## config.mk

```make
export PLATFORM = sky130hd
export DESIGN_NAME = speed_integrator
export DESIGN_NICKNAME = d
export VERILOG_FILES = /design/src/rtl/speed_integrator.sv
export SDC_FILE = /design/constraint.sdc
export NUM_CORES = 1
export LEC_CHECK = 0
export CAP_MARGIN = 25
export CORE_MARGIN = 2
export CORE_UTILIZATION = 50
export CTS_CLUSTER_SIZE = 12
export DETAILED_ROUTE_END_ITERATION = 7
export GPL_TIMING_DRIVEN = 0
export PLACE_DENSITY = 0.9
export SYNTH_ARGS = -nofsm -noshare
export SYNTH_HDL_FRONTEND = slang
export SYNTH_SLANG_ARGS = --single-unit
```

## constraint.sdc

```tcl
create_clock -name clk -period 11.2 [get_ports clk]
set_clock_uncertainty 0.05 [all_clocks]
set_input_delay 2.24 -clock clk [delete_from_list [all_inputs] [get_ports clk]]
set_output_delay 2.24 -clock clk [all_outputs]
set_load 0.01 [all_outputs]
```

## src/rtl/speed_integrator.sv

```systemverilog
`default_nettype none
// =============================================================================
// Module   : speed_integrator
// Purpose  : Integrates a signed Q0.32 speed into a queue of steps and drives
//            step/dir pulses with fixed pulse width and direction setup time.
//            Position counter enabled by macro SPEED_INTEGRATOR_POSITION_EN.
// Revision : 1.0
// =============================================================================
module speed_integrator #(
  parameter int PULSE_WIDTH = 20,
  parameter int DIR_SETUP   = 10
) (
  input  logic               clk,
  input  logic               reset,
  input  logic signed [31:0] speed_in,
  input  logic               load_speeds,
  input  logic               set_pos,
  input  logic signed [31:0] pos_val,
  input  logic               clr_error,
  output logic               step,
  output logic               dir,
  output logic signed [31:0] position,
  output logic signed [31:0] speed,
  output logic signed [3:0]  pending,
  output logic               error_step_overrun
);

  localparam int CNT_MAX = (PULSE_WIDTH > DIR_SETUP) ? PULSE_WIDTH : DIR_SETUP;
  localparam int CNT_W   = (CNT_MAX > 1) ? $clog2(CNT_MAX) : 1;

  localparam logic [CNT_W-1:0] PW_LAST = CNT_W'(PULSE_WIDTH - 1);
  localparam logic [CNT_W-1:0] DS_LAST = CNT_W'(DIR_SETUP - 1);

  typedef enum logic [1:0] {
    S_IDLE       = 2'd0,
    S_DIR_SETUP  = 2'd1,
    S_PULSE_HIGH = 2'd2,
    S_PULSE_LOW  = 2'd3
  } state_t;

  logic signed [31:0] speed_q, speed_d;
  logic        [31:0] frac_q, frac_d;
  logic signed [3:0]  pending_q, pending_d;
  state_t             state_q, state_d;
  logic [CNT_W-1:0]   cnt_q, cnt_d;
  logic               step_q, step_d;
  logic               dir_q, dir_d;
  logic               err_q, err_d;

  logic [33:0]        sum;
  logic               gen_pos;
  logic               gen_neg;
  logic               decide;
  logic               deq;
  logic               pend_nz;
  logic               pend_pos;
  logic signed [4:0]  gen_delta;
  logic signed [4:0]  deq_delta;
  logic signed [4:0]  pend_base;
  logic signed [4:0]  pend_sum;
  logic               overflow;

  // Wrapping by +/-2^32 leaves the low 32 bits unchanged, so frac is always sum[31:0].
  always_comb begin
    sum     = {2'b00, frac_q} + {{2{speed_q[31]}}, speed_q};
    gen_neg = sum[33];
    gen_pos = !sum[33] && sum[32];
    frac_d  = sum[31:0];
    speed_d = load_speeds ? speed_in : speed_q;
  end

  assign pend_nz  = (pending_q != 4'sd0);
  assign pend_pos = !pending_q[3];

  always_comb begin
    state_d = state_q;
    cnt_d   = cnt_q;
    step_d  = step_q;
    dir_d   = dir_q;
    decide  = 1'b0;
    deq     = 1'b0;

    case (state_q)
      S_IDLE: begin
        decide = 1'b1;
      end
      S_DIR_SETUP: begin
        if (cnt_q == DS_LAST) begin
          state_d = S_IDLE;
          cnt_d   = '0;
        end else begin
          cnt_d = cnt_q + CNT_W'(1);
        end
      end
      S_PULSE_HIGH: begin
        if (cnt_q == PW_LAST) begin
          state_d = S_PULSE_LOW;
          step_d  = 1'b0;
          cnt_d   = '0;
        end else begin
          cnt_d = cnt_q + CNT_W'(1);
        end
      end
      S_PULSE_LOW: begin
        // Last low cycle doubles as the idle decision so back-to-back pulses run at 2*PULSE_WIDTH.
        if (cnt_q == PW_LAST) begin
          state_d = S_IDLE;
          cnt_d   = '0;
          decide  = 1'b1;
        end else begin
          cnt_d = cnt_q + CNT_W'(1);
        end
      end
      default: begin
        state_d = S_IDLE;
        cnt_d   = '0;
        step_d  = 1'b0;
      end
    endcase

    if (decide && pend_nz) begin
      if (dir_q == pend_pos) begin
        state_d = S_PULSE_HIGH;
        step_d  = 1'b1;
        cnt_d   = '0;
        deq     = 1'b1;
      end else begin
        state_d = S_DIR_SETUP;
        dir_d   = !dir_q;
        cnt_d   = '0;
      end
    end
  end

  always_comb begin
    gen_delta = gen_pos ? 5'sd1 : (gen_neg ? -5'sd1 : 5'sd0);
    deq_delta = deq ? (dir_q ? 5'sd1 : -5'sd1) : 5'sd0;
    pend_base = {pending_q[3], pending_q} - deq_delta;
    pend_sum  = pend_base + gen_delta;
    overflow  = (pend_sum > 5'sd7) || (pend_sum < -5'sd7);
    pending_d = overflow ? pend_base[3:0] : pend_sum[3:0];
    err_d     = overflow || (err_q && !clr_error);
  end

  always_ff @(posedge clk) begin
    if (reset) begin
      speed_q   <= '0;
      frac_q    <= 32'h8000_0000;
      pending_q <= '0;
      state_q   <= S_IDLE;
      cnt_q     <= '0;
      step_q    <= 1'b0;
      dir_q     <= 1'b1;
      err_q     <= 1'b0;
    end else begin
      speed_q   <= speed_d;
      frac_q    <= frac_d;
      pending_q <= pending_d;
      state_q   <= state_d;
      cnt_q     <= cnt_d;
      step_q    <= step_d;
      dir_q     <= dir_d;
      err_q     <= err_d;
    end
  end

`ifdef SPEED_INTEGRATOR_POSITION_EN
  logic signed [31:0] position_q, position_d;

  always_comb begin
    position_d = position_q;
    if (set_pos) begin
      position_d = pos_val;
    end else if (gen_pos) begin
      position_d = position_q + 32'sd1;
    end else if (gen_neg) begin
      position_d = position_q - 32'sd1;
    end
  end

  always_ff @(posedge clk) begin
    if (reset) begin
      position_q <= '0;
    end else begin
      position_q <= position_d;
    end
  end

  assign position = position_q;
`else
  logic unused_pos;
  assign unused_pos = ^{set_pos, pos_val};
  assign position   = '0;
`endif

  assign step               = step_q;
  assign dir                = dir_q;
  assign speed              = speed_q;
  assign pending            = pending_q;
  assign error_step_overrun = err_q;

endmodule
`default_nettype wire

```

wires.png
Two of the layers only.
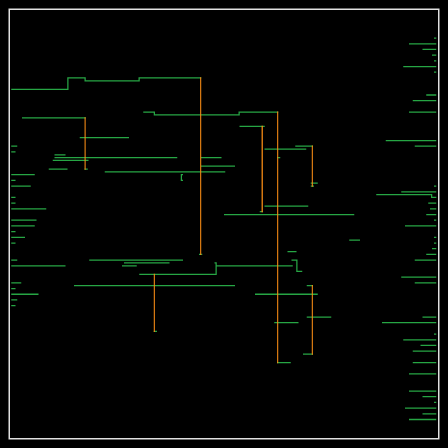
[orange] metal 4 | wire length: 174 um
[green] metal 3 | wire length: 648 um

flops_by_reg.png
Bar = 20 um. Other sequential cells in the stronger grey, the rest of the logic in the fainter grey.
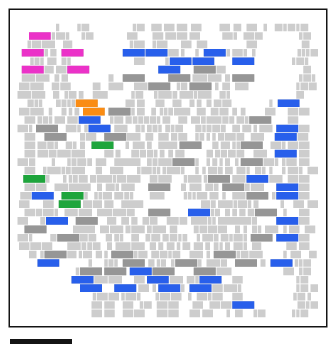
[green] `pending` | sequential cells: 4 | where: left middle
[blue] `speed` | sequential cells: 32 | where: widely spread
[magenta] `cnt_q` | sequential cells: 5 | where: top left
[orange] `state_q` | sequential cells: 2
not coloured: 35

==> Flow_metrics.wiki <==
=== Synthesis and place and route ===
{| class="wikitable"
! Metric !! Value
|-
| Gp weighted congestion || 0.857
|-
| Top logic cell by instance count in the layout || sky130_fd_sc_hd__dfxtp_1
|-
| Delay of the slowest cell on the worst path || 490 ps
|-
| Latency at later pin || 350 ps
|-
| Proportion of power drawn by combinational gates || 0.485
|-
| Slew headroom || 0.446
|-
| Largest type area fraction || 0.324
|-
| Path depth of the worst reg2reg path || 19
|-
| P&R area growth vs syn || 24.6%
|-
| Signal arrival time at the worst endpoint || 5230 ps
|-
| Number of antenna violations at the first check in global routing || 0
|-
| Type of element launching the critical path || flop
|-
| Largest vdd supply drop || 0.000161 V
|-
| TritonCTS clock tree || done
|-
| DRT antenna net count || 0
|-
| FF-to-FF Start || speed[0]
|-
| Chip Footprint || 10500 sq um
|-
| Avg Inst Size Synth || 8.87 sq um
|-
| Clock root cell || sky130_fd_sc_hd__clkbuf_8
|-
| Core ar. || 9280 sq um
|-
| Endpoint of the worst register-to-register path || pending[0]
|-
| Number of port buffers || 72
|-
| Outcome || complete, no violations
|}
logic_types.png
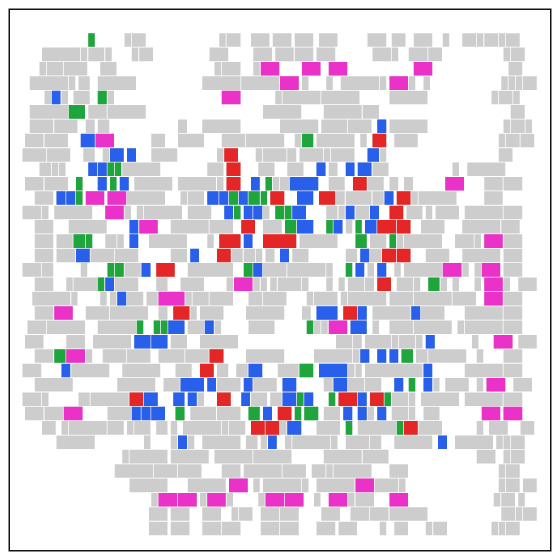
[green] nand cells | cells: 46
[red] non-inverting ao/oa cells | cells: 31
[blue] aoi and oai cells | cells: 85
[magenta] mux cells | cells: 37 | where: widely spread

congestion.png
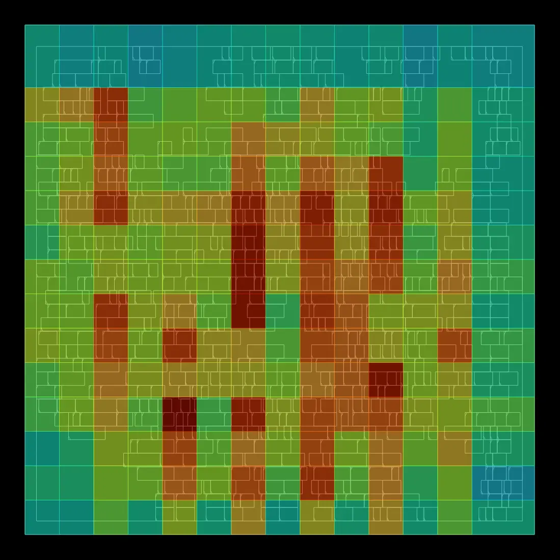
final core utilization: 0.648
Most Used Layer, Global Route: met2
met3 track demand over resource in global routing: 0.0431
GR met2 Demand/Resource: 0.364
Tot GR Track Use: 0.209

[final cells by class]
cell class	count	area [sq um]
Fill cell	794	3270
Multi-Input combinational cell	435	3030
Sequential cell	78	1560
Timing Repair Buffer	72	721
Buffer	47	297
Tap cell	129	161
Clock buffer	9	124
Clock inverter	7	65.1
Inverter	15	56.3
[how the worst max path moves through the flow]
stage / cells after the start / to / slack (ps)
after floorplan: 19 / pending[2] / 6810
after global placement: 19 / pending[0] / 6280
after detailed placement: 19 / pending[0] / 6190
after CTS: 19 / pending[0] / 6160
after global routing: 19 / pending[0] / 5700
final: 19 / pending[0] / 6130
[power by group through the flow]
stage | clock (W) | sequential (W) | combinational [W]
floorplan | 0 | 0.000353 | 0.000382
global placement | 0 | 0.000349 | 0.000489
detailed placement | 0 | 0.000351 | 0.000511
CTS | 0.000210 | 0.000345 | 0.000517
global route | 0.000220 | 0.000350 | 0.000582
finish | 0.000205 | 0.000345 | 0.000519
[flip-flops by register name (all words and copies together), names as in the netlist]
register	cells
cnt_q	5
step	1
frac_q	32
error_step_overrun	1
state_q	2
speed	32
dir	1
pending	4
[cells by family after synthesis]
group           Yosys count  share of synthesized area
mux                      37                     0.0775
compound gates          116                      0.160
simple gates            161                      0.155
flops                    78                      0.324
xor+xnor                 37                     0.0703
buf+inv                  62                     0.0731
other cells               1                   0.000777
fa+ha+maj                52                      0.139
[synthesized netlist by cell type (2+ instances only)]
master	instances
sky130_fd_sc_hd__dfxtp_1	78
sky130_fd_sc_hd__nor2_1	77
sky130_fd_sc_hd__ha_1	49
sky130_fd_sc_hd__a21oi_1	39
sky130_fd_sc_hd__mux2i_1	36
sky130_fd_sc_hd__buf_4	32
sky130_fd_sc_hd__nand2_1	28
sky130_fd_sc_hd__xor2_1	22
sky130_fd_sc_hd__a21o_1	19
sky130_fd_sc_hd__o21ai_0	19
sky130_fd_sc_hd__inv_1	15
sky130_fd_sc_hd__xnor2_1	14
sky130_fd_sc_hd__clkbuf_1	12
sky130_fd_sc_hd__nor3_1	10
sky130_fd_sc_hd__nor2b_1	9
sky130_fd_sc_hd__o211ai_1	8
sky130_fd_sc_hd__nand2b_1	6
sky130_fd_sc_hd__nand3_1	6
sky130_fd_sc_hd__o21a_1	5
sky130_fd_sc_hd__and3_1	4
sky130_fd_sc_hd__or3_1	4
sky130_fd_sc_hd__a211oi_1	3
sky130_fd_sc_hd__a31oi_1	3
sky130_fd_sc_hd__buf_1	3
sky130_fd_sc_hd__fa_1	3
sky130_fd_sc_hd__nand4_1	3
sky130_fd_sc_hd__o32ai_1	3
sky130_fd_sc_hd__a21bo_2	2
sky130_fd_sc_hd__nand3b_1	2
sky130_fd_sc_hd__nor4_1	2
sky130_fd_sc_hd__nor4bb_1	2
[per-layer routing]
metal	vias to the layer above	part of all wire	GRT usage
li1	2065	-	-
met1	1886	0.45	0.255
met2	129	0.47	0.364
met3	16	0.062	0.0431
met4	0	0.017	0.0728
met5	-	0	0
[per-stage QoR]
stage,hold WS [ps],instances,util,total power (W)
final,420,792,0.648,0.00107
after detailed placement,405,776,0.627,0.000862
after global routing,439,792,0.648,0.00115
after floorplan,431,575,-,0.000735
after global placement,401,776,0.627,0.000839
after CTS,419,792,0.648,0.00107
Power figures rest on the tool's default switching activity, not on a simulated workload.
